## config.mk

```make
export PLATFORM = sky130hd
export DESIGN_NAME = subtractor12bit_seq
export DESIGN_NICKNAME = d
export VERILOG_FILES = /design/src/rtl/subtractor12bit_seq.sv
export SDC_FILE = /design/constraint.sdc
export NUM_CORES = 1
export LEC_CHECK = 0
export CAP_MARGIN = 0
export CORE_UTILIZATION = 51
export DETAILED_ROUTE_END_ITERATION = 8
export GPL_TIMING_DRIVEN = 0
export PLACE_DENSITY_LB_ADDON = 0.1
export SLEW_MARGIN = 10
export SYNTH_ARGS = -nofsm -noshare
export SYNTH_HDL_FRONTEND = slang
export SYNTH_SLANG_ARGS = --single-unit
```

## constraint.sdc

```tcl
create_clock -name clk -period 3.6 [get_ports clk]
set_input_delay 0.72 -clock clk [delete_from_list [all_inputs] [get_ports clk]]
set_output_delay 0.72 -clock clk [all_outputs]
set_load 0.01 [all_outputs]
```

## src/rtl/subtractor12bit_seq.sv

```systemverilog
// Purpose: 12-bit sequential subtractor (a - b - bin) computed as two 6-bit slices, with borrow/zero/overflow flags.
// Latency: result valid 2 clock edges after the accepting edge; one result per 4 cycles at best.
// Backpressure: in_ready only in IDLE; result held stable in DONE until out_ready, then returns to IDLE.
//
// Ports:
//   clk, rst               - single clock, synchronous active-high reset
//   in_valid / in_ready    - operand handshake (a, b, bin captured on accept)
//   out_valid / out_ready  - result handshake
//   diff, borrow, zero, overflow - registered result and flags
module subtractor12bit_seq (
    input  logic        clk,
    input  logic        rst,
    input  logic        in_valid,
    output logic        in_ready,
    input  logic [11:0] a,
    input  logic [11:0] b,
    input  logic        bin,
    output logic        out_valid,
    input  logic        out_ready,
    output logic [11:0] diff,
    output logic        borrow,
    output logic        zero,
    output logic        overflow
);

    typedef enum logic [1:0] {
        IDLE = 2'd0,
        LO   = 2'd1,
        HI   = 2'd2,
        DONE = 2'd3
    } state_t;

    state_t      state_q, state_d;
    logic [11:0] a_q, a_d;
    logic [11:0] b_q, b_d;
    logic        bin_q, bin_d;
    logic [11:0] diff_q, diff_d;
    logic        slice_borrow_q, slice_borrow_d;
    logic        borrow_q, borrow_d;
    logic        zero_q, zero_d;
    logic        overflow_q, overflow_d;

    // Slice arithmetic: bit 6 of each 7-bit result is the slice borrow-out.
    logic [6:0]  lo_res;
    logic [6:0]  hi_res;
    logic [11:0] full_res;

    always_comb begin
        lo_res   = {1'b0, a_q[5:0]}  - {1'b0, b_q[5:0]}  - {6'b0, bin_q};
        hi_res   = {1'b0, a_q[11:6]} - {1'b0, b_q[11:6]} - {6'b0, slice_borrow_q};
        full_res = {hi_res[5:0], diff_q[5:0]};
    end

    always_comb begin
        state_d        = state_q;
        a_d            = a_q;
        b_d            = b_q;
        bin_d          = bin_q;
        diff_d         = diff_q;
        slice_borrow_d = slice_borrow_q;
        borrow_d       = borrow_q;
        zero_d         = zero_q;
        overflow_d     = overflow_q;

        case (state_q)
            IDLE: begin
                if (in_valid) begin
                    a_d     = a;
                    b_d     = b;
                    bin_d   = bin;
                    state_d = LO;
                end
            end
            LO: begin
                diff_d[5:0]    = lo_res[5:0];
                slice_borrow_d = lo_res[6];
                state_d        = HI;
            end
            HI: begin
                diff_d[11:6] = hi_res[5:0];
                borrow_d     = hi_res[6];
                zero_d       = (full_res == 12'd0);
                // Signed overflow only possible when operand signs differ and
                // the result sign departs from the minuend sign.
                overflow_d   = (a_q[11] ^ b_q[11]) & (a_q[11] ^ full_res[11]);
                state_d      = DONE;
            end
            DONE: begin
                if (out_ready) begin
                    state_d = IDLE;
                end
            end
            default: state_d = IDLE;
        endcase
    end

    always_ff @(posedge clk) begin
        if (rst) begin
            state_q        <= IDLE;
            a_q            <= 12'd0;
            b_q            <= 12'd0;
            bin_q          <= 1'b0;
            diff_q         <= 12'd0;
            slice_borrow_q <= 1'b0;
            borrow_q       <= 1'b0;
            zero_q         <= 1'b0;
            overflow_q     <= 1'b0;
        end else begin
            state_q        <= state_d;
            a_q            <= a_d;
            b_q            <= b_d;
            bin_q          <= bin_d;
            diff_q         <= diff_d;
            slice_borrow_q <= slice_borrow_d;
            borrow_q       <= borrow_d;
            zero_q         <= zero_d;
            overflow_q     <= overflow_d;
        end
    end

    assign in_ready  = (state_q == IDLE);
    assign out_valid = (state_q == DONE);
    assign diff      = diff_q;
    assign borrow    = borrow_q;
    assign zero      = zero_q;
    assign overflow  = overflow_q;

endmodule

```

Fig. 1: run 1, ports around the boundary
Pins as bars across the die edge, other pins in gray.
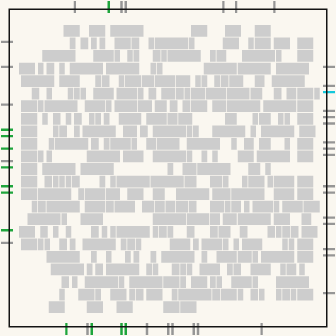
legend:
  green:
    port: a
    pins: 12
    direction: input
    edge: 7 left, 4 bottom, 1 top
  cyan:
    port: overflow
    pins: 1
    direction: output
    edge: right
all pins by edge: 16 right, 12 left, 11 bottom, 7 top
number of buffer cells added on primary ports: 44
vertical extent of the die: 68.4 um
horizontal die dimension: 68.4 um

Fig. 2: run 1, signal wires by layer
Two of the layers only.
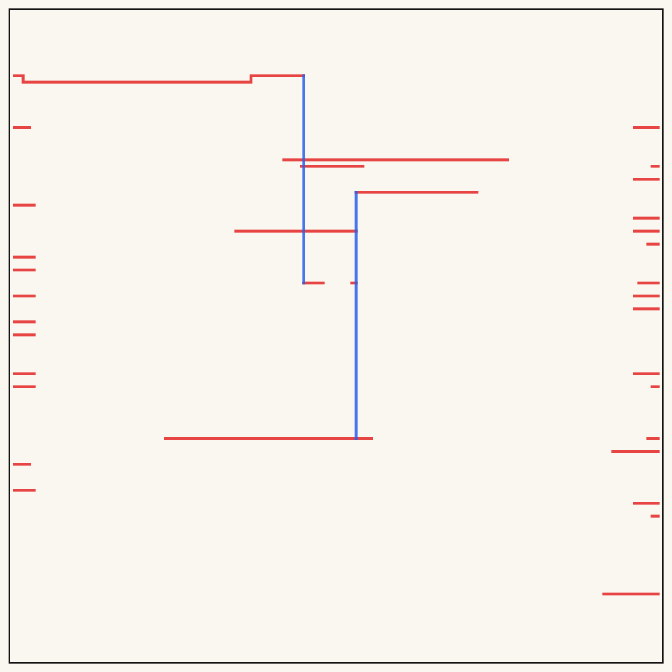
legend:
  red:
    layer: metal 3
    wire_length: 169 um
  blue:
    layer: metal 4
    wire_length: 47.6 um

Fig. 3: run 1, track usage over the die
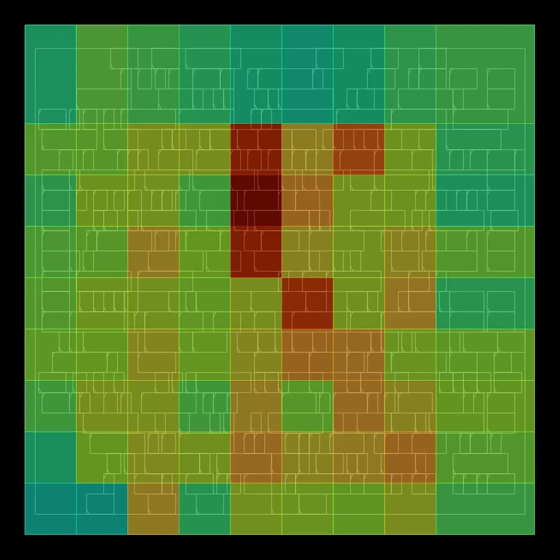
met1 demand-to-capacity share in global routing: 28.6%
met2 layer usage reported by global route: 35.9%
Post-Route Utilization: 69.0%
most used routing layer in global routing: met2
global-route usage over all layers: 21.8%

==> flow_metrics.rpt, run 1 <==
=== SYNTHESIS / PLACE & ROUTE SUMMARY ===
----------------------------------------------------
[Run status]
  Run status ........................ finished clean

[Power and ir drop]
  Leakage dissipation ........................ 0.00114 uW
  Net load switching power ........................ 855 uW
  Part of the power in combinational logic ........................ 53.4%
  Sequential share of power ........................ 32.1%
  Flop+latch power ........................ 689 uW

[Drt]
  Number of nets with antenna violations after routing ........................ 0
  Highest routed metal layer ........................ met4
  Met1 Wirelength ........................ 2.26 mm

[CTS]
  Count of buffers added by post-CTS timing repair for setup ........................ 0
  H-tree lvl count ........................ 2
  CTS Buffer Depth ........................ 2
  Clk root buf ........................ sky130_fd_sc_hd__clkbuf_8
  CTS Hold Bufs ........................ 0
  Clock slew at reported path FFs ........................ 80 ps

[Critical path]
  Worst R2R End ........................ zero$_SDFFE_PP0P_
  Number of buffer and inverter instances along the worst setup path ........................ 2
  Standard cell with the maximum stage delay on the critical path ........................ sky130_fd_sc_hd__fa_1
  Critical path endpoint category ........................ register
  Category of the critical setup timing path ........................ register to register

[Placement]
  Routability congestion estimate ........................ 0.851
  Count of placed standard cells including taps ........................ 367

[Synth]
  Top post-synthesis cells by count ........................ sky130_fd_sc_hd__nand2_1 (54), sky130_fd_sc_hd__dfxtp_1 (43), sky130_fd_sc_hd__a21oi_1 (31), sky130_fd_sc_hd__inv_1 (31), sky130_fd_sc_hd__ha_1 (24)
  Biggest area consumer among synthesized cells ........................ sky130_fd_sc_hd__dfxtp_1
  Cell Type Count ........................ 30
  Warnings, synthesis ........................ 0

[Final layout]
  Multi-input logic area ........................ 1230 um^2
  Buffers outside the clock class ........................ 56
  Most frequent standard cell in the layout excluding fill and tap cells ........................ sky130_fd_sc_hd__nand2_1

[Floorplan]
  Total die size ........................ 4680 um^2

[Worst hold path]
  Path category of the worst min-delay check ........................ register to register

[Final timing]
  Transition time at the pin with the least slew margin ........................ 555 ps
  Setup-failing EPs final ........................ 0
  Unrepaired setup endpoints after global routing ........................ no
  Normalized max-slew margin ........................ 63.0%

----------------------------------------------------
[run 1: worst min-delay path, cell delays in order (launching register included)]
cell and delay [ps]:
sky130_fd_sc_hd__dfxtp_1 310, sky130_fd_sc_hd__nand2_1 50, sky130_fd_sc_hd__a21oi_1 50
[run 1: cell families (layout without fill, tap and decap cells)]
family                   after synthesis  count (layout)  synth area share, %
AND/OR/NAND/NOR                       94              94                 18.3
AND-OR/OR-AND                         46              46                 11.4
flip-flops                            43              43                 38.2
buffers and inverters                 43              94                 7.17
adder cells (fa/ha/maj)               28              28                 16.9
XOR/XNOR                              10              10                 3.89
multiplexers                           9               9                 4.06
[run 1: flip-flops by register name (all words and copies together), names as in the netlist]
name and flops:
a_q 12, b_q 12, bin_q 1, borrow 1
diff 12, overflow 1, slice_borrow_q 1, state_q 2
zero 1
==> run 1 -> run 2 <==
--- a/config.mk
+++ b/config.mk
@@ -9,7 +9,7 @@
 export CORE_UTILIZATION = 51
 export DETAILED_ROUTE_END_ITERATION = 8
 export GPL_TIMING_DRIVEN = 0
-export PLACE_DENSITY_LB_ADDON = 0.1
+export PLACE_DENSITY = 0.79
 export SLEW_MARGIN = 10
 export SYNTH_ARGS = -nofsm -noshare
 export SYNTH_HDL_FRONTEND = slang
==> flow_metrics.rpt, run 2 <==
=== SYNTHESIS / PLACE & ROUTE SUMMARY ===
----------------------------------------------------
[Global routing]
  Most used routing layer in global routing ........................ met2 (unchanged)
  Met1 demand-to-capacity share in global routing ........................ 29.5% (was 28.6%)

[Floorplan]
  Horizontal die dimension ........................ 68.4 um (unchanged)
  Vertical extent of the die ........................ 68.4 um (unchanged)
  Total die size ........................ 4680 um^2 (unchanged)

[Synth]
  Cell Type Count ........................ 30 (unchanged)
  Warnings, synthesis ........................ 0 (unchanged)
  Synth mux share ........................ 4.06% (unchanged)
  And-or/or-and share of the synthesized area ........................ 11.4% (unchanged)

[CTS]
  CTS Buffer Depth ........................ 2 (unchanged)
  H-tree lvl count ........................ 2 (unchanged)
  Clk root buf ........................ sky130_fd_sc_hd__clkbuf_8 (unchanged)

[Worst hold path]
  Path category of the worst min-delay check ........................ register to register (unchanged)

[Final timing]
  Transition time at the pin with the least slew margin ........................ 566 ps (was 555 ps)
  Normalized max-slew margin ........................ 62.3% (was 63.0%)
  Setup-failing EPs final ........................ 0 (unchanged)

[Power and ir drop]
  Net load switching power ........................ 858 uW (was 855 uW)
  Leakage dissipation ........................ 0.00115 uW (was 0.00114 uW)
  Part of the power in combinational logic ........................ 51.6% (was 53.4%)
  Sequential share of power ........................ 31.0% (was 32.1%)

[Critical path]
  Standard cell with the maximum stage delay on the critical path ........................ sky130_fd_sc_hd__fa_1 (unchanged)
  Worst R2R End ........................ zero$_SDFFE_PP0P_ (unchanged)
  Critical path endpoint category ........................ register (unchanged)
  Number of buffer and inverter instances along the worst setup path ........................ 2 (unchanged)
  Category of the critical setup timing path ........................ register to register (unchanged)

[Final layout]
  Post-Route Utilization ........................ 69.8% (was 69.0%)
  Most frequent standard cell in the layout excluding fill and tap cells ........................ sky130_fd_sc_hd__nand2_1 (unchanged)

[Drt]
  Met1 Wirelength ........................ 2.21 mm (was 2.26 mm)
  Number of nets with antenna violations after routing ........................ 0 (unchanged)
  Highest routed metal layer ........................ met4 (unchanged)

[Run status]
  Run status ........................ finished clean (unchanged)

[Placement]
  Count of placed standard cells including taps ........................ 367 (unchanged)

----------------------------------------------------
run 2: cell counts after synthesis:
No cell type changed its count.
run 2: worst register-to-register path, cell delays in order (launching register included):
cell and delay, ps:
sky130_fd_sc_hd__dfxtp_2 340, sky130_fd_sc_hd__inv_1 60, sky130_fd_sc_hd__fa_1 540, sky130_fd_sc_hd__inv_1 50
sky130_fd_sc_hd__ha_1 170, sky130_fd_sc_hd__or2_2 280, sky130_fd_sc_hd__fa_1 450, sky130_fd_sc_hd__or4_1 510
sky130_fd_sc_hd__or4_1 480, sky130_fd_sc_hd__or4_1 410, sky130_fd_sc_hd__o21ai_0 90
run 2: timing repair:
action | CTS | global route
setup buffers | 0 | 0
endpoints found under the setup margin | 0 | 1
hold buffers | 0 | 0
resized | 0 | 1
Fig. 4: run 2, track usage over the die
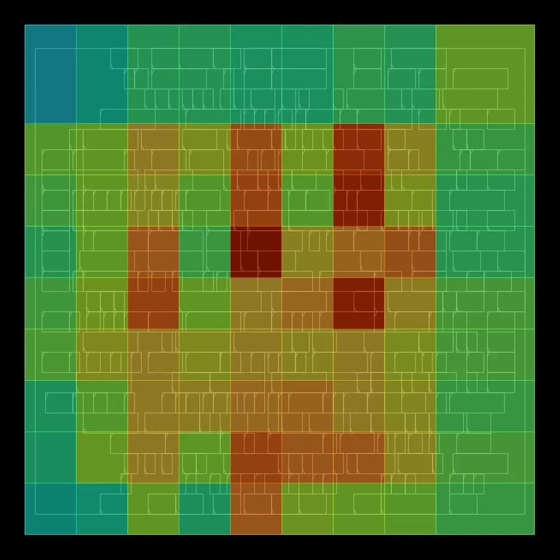
M3 GR Usage: 5.17%
global-route usage over all layers: 22.1%

Fig. 5: run 2, M3 wires
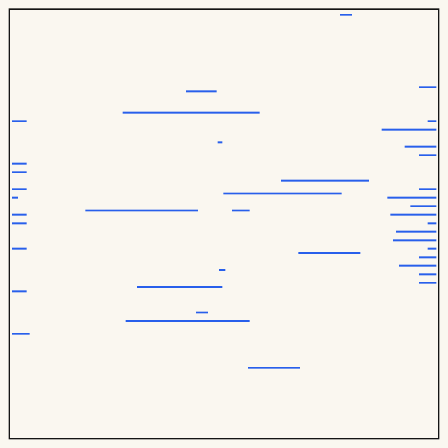
main direction: horizontal
wire length on this layer: 222 um
share of all routed wire: 4.8%

Fig. 6: run 2, signal wires by layer
Two of the layers only.
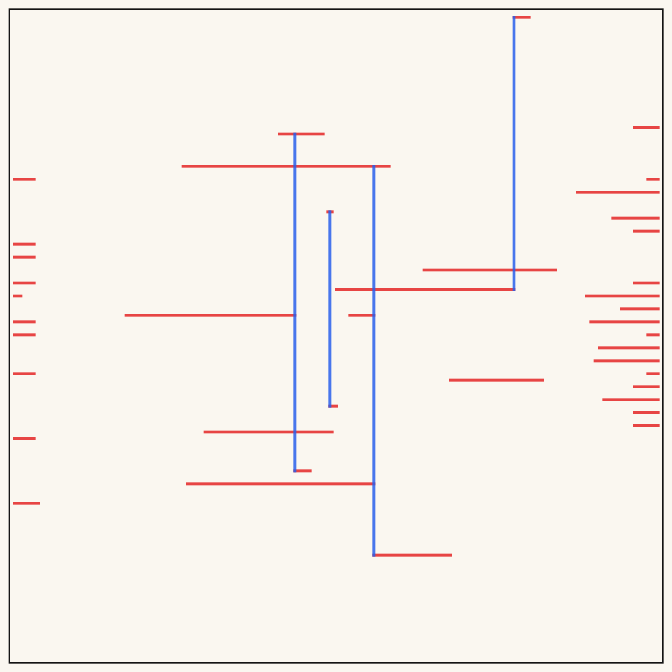
legend:
  blue:
    layer: metal 4
    wire_length: 125 um
  red:
    layer: metal 3
    wire_length: 222 um
WL per Instance: 12.2 um
total detailed-routing wirelength: 4.59 mm

==> run 2 -> run 3 <==
--- a/config.mk
+++ b/config.mk
@@ -6,6 +6,7 @@
 export NUM_CORES = 1
 export LEC_CHECK = 0
 export CAP_MARGIN = 0
+export CORE_MARGIN = 2
 export CORE_UTILIZATION = 51
 export DETAILED_ROUTE_END_ITERATION = 8
 export GPL_TIMING_DRIVEN = 0
==> flow_metrics.rpt, run 3 <==
=== SYNTHESIS / PLACE & ROUTE SUMMARY ===
----------------------------------------------------
[Run status]
  Run status ........................ finished clean (unchanged)

[CTS]
  CTS Buffer Depth ........................ 2 (unchanged)
  Clk root buf ........................ sky130_fd_sc_hd__clkbuf_8 (unchanged)
  Clock slew at reported path FFs ........................ 80 ps (about the same)
  H-tree lvl count ........................ 2 (unchanged)
  CTS Hold Bufs ........................ 0 (unchanged)
  Number of gates given a new drive strength after cts ........................ 0 (unchanged)

[Final timing]
  Normalized max-slew margin ........................ 63.1% (was 62.3%)
  Unrepaired setup endpoints after global routing ........................ no (unchanged)
  Transition time at the pin with the least slew margin ........................ 554 ps (was 566 ps)

[Critical path]
  Number of buffer and inverter instances along the worst setup path ........................ 2 (unchanged)
  Worst R2R End ........................ zero$_SDFFE_PP0P_ (unchanged)
  Standard cell with the maximum stage delay on the critical path ........................ sky130_fd_sc_hd__fa_1 (unchanged)

[Placement]
  Count of placed standard cells including taps ........................ 369 (was 367)
  Number of buffer cells added on primary ports ........................ 44 (unchanged)
  Routability congestion estimate ........................ 0.804 (was 0.856)

[Synth]
  Biggest area consumer among synthesized cells ........................ sky130_fd_sc_hd__dfxtp_1 (unchanged)
  Warnings, synthesis ........................ 0 (unchanged)
  Cell Type Count ........................ 30 (unchanged)

[Global routing]
  Remaining global-route overflow ........................ 0 (unchanged)

[Final layout]
  Multi-input logic area ........................ 1230 um^2 (unchanged)
  Most frequent standard cell in the layout excluding fill and tap cells ........................ sky130_fd_sc_hd__nand2_1 (unchanged)
  Buffers outside the clock class ........................ 56 (unchanged)

[Power and ir drop]
  Sequential share of power ........................ 30.7% (was 31.0%)
  Flop+latch power ........................ 688 uW (was 691 uW)
  Leakage dissipation ........................ 0.00115 uW (about the same)
  Part of the power in combinational logic ........................ 51.9% (was 51.6%)
  Net load switching power ........................ 871 uW (was 858 uW)

[Drt]
  Number of nets with antenna violations after routing ........................ 0 (unchanged)

[Floorplan]
  Total die size ........................ 4960 um^2 (was 4680 um^2)
  Vertical extent of the die ........................ 70.4 um (was 68.4 um)

[Worst hold path]
  Path category of the worst min-delay check ........................ register to register (unchanged)

----------------------------------------------------
==> run 3: cell counts after synthesis <==
No cell type changed its count.
==> run 3: kinds of logic after synthesis <==
kind of cell,Yosys count,synth area share (%)
AOI/OAI and AO/OA,46,11.4
DFF,43,38.2
adders and majority gates,28,16.9
xor gates and xnor gates,10,3.89
buffers and inverters,43,7.17
and+or+nand+nor,94,18.3
muxes,9,4.06
==> run 3: layer usage <==
layer,track usage [%],part of all wire [%]
met1,26.7,47
met2,34.7,48
met3,4.62,3.8
met4,6.41,1.4
met5,0,0
==> run 3: per-stage QoR <==
stage,util (%),total power (uW)
floorplan,-,1490
global placement,64.2,1810
detailed placement,64.2,1850
CTS,66.9,2250
global route,66.9,2430
finish,66.9,2240
Fig. 7: run 3, track usage over the die
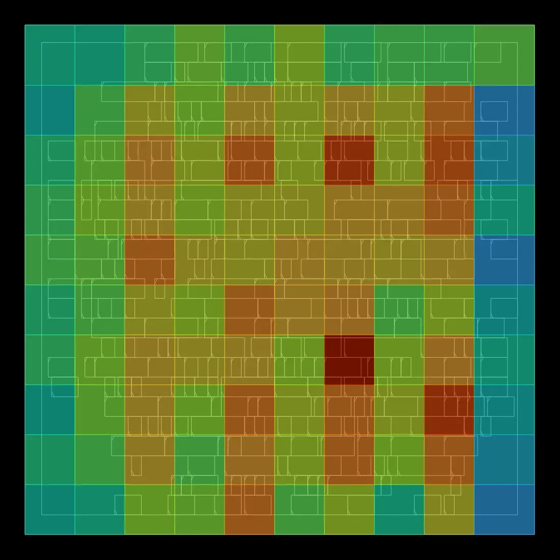
global-route usage over all layers: 20.8%
M3 GR Usage: 4.62%
met2 layer usage reported by global route: 34.7%

Fig. 8: run 3, signal wires by layer
Two of the layers only.
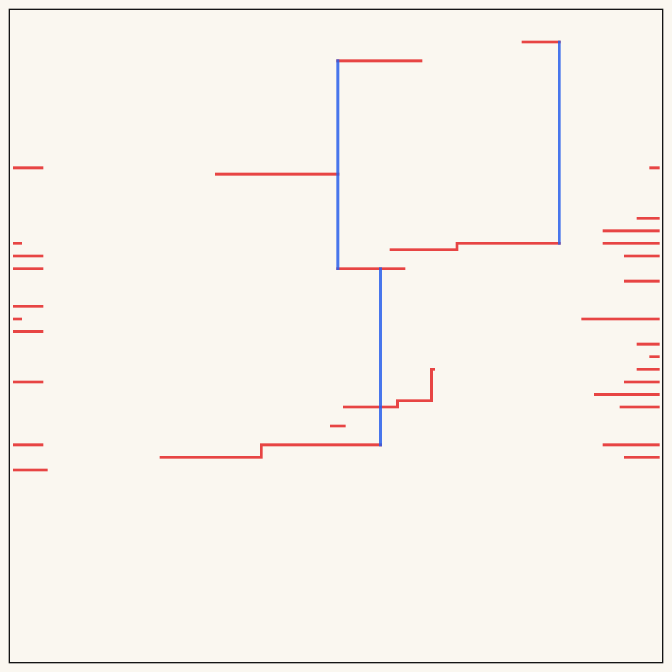
legend:
  blue:
    layer: metal 4
    wire_length: 63.2 um
  red:
    layer: metal 3
    wire_length: 177 um
WL per Instance: 12.4 um
number of vias in the routed layout: 1903
total detailed-routing wirelength: 4.66 mm

Fig. 9: run 3, M3 wires
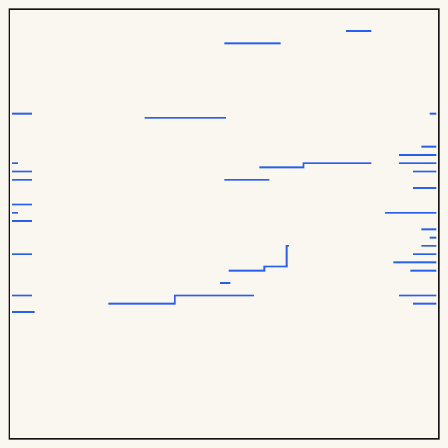
wire length on this layer: 177 um
longest straight run: 13.1 um
share of all routed wire: 3.8%
nets with wire on the layer: 28

Power is estimated from default activity; no workload was simulated.
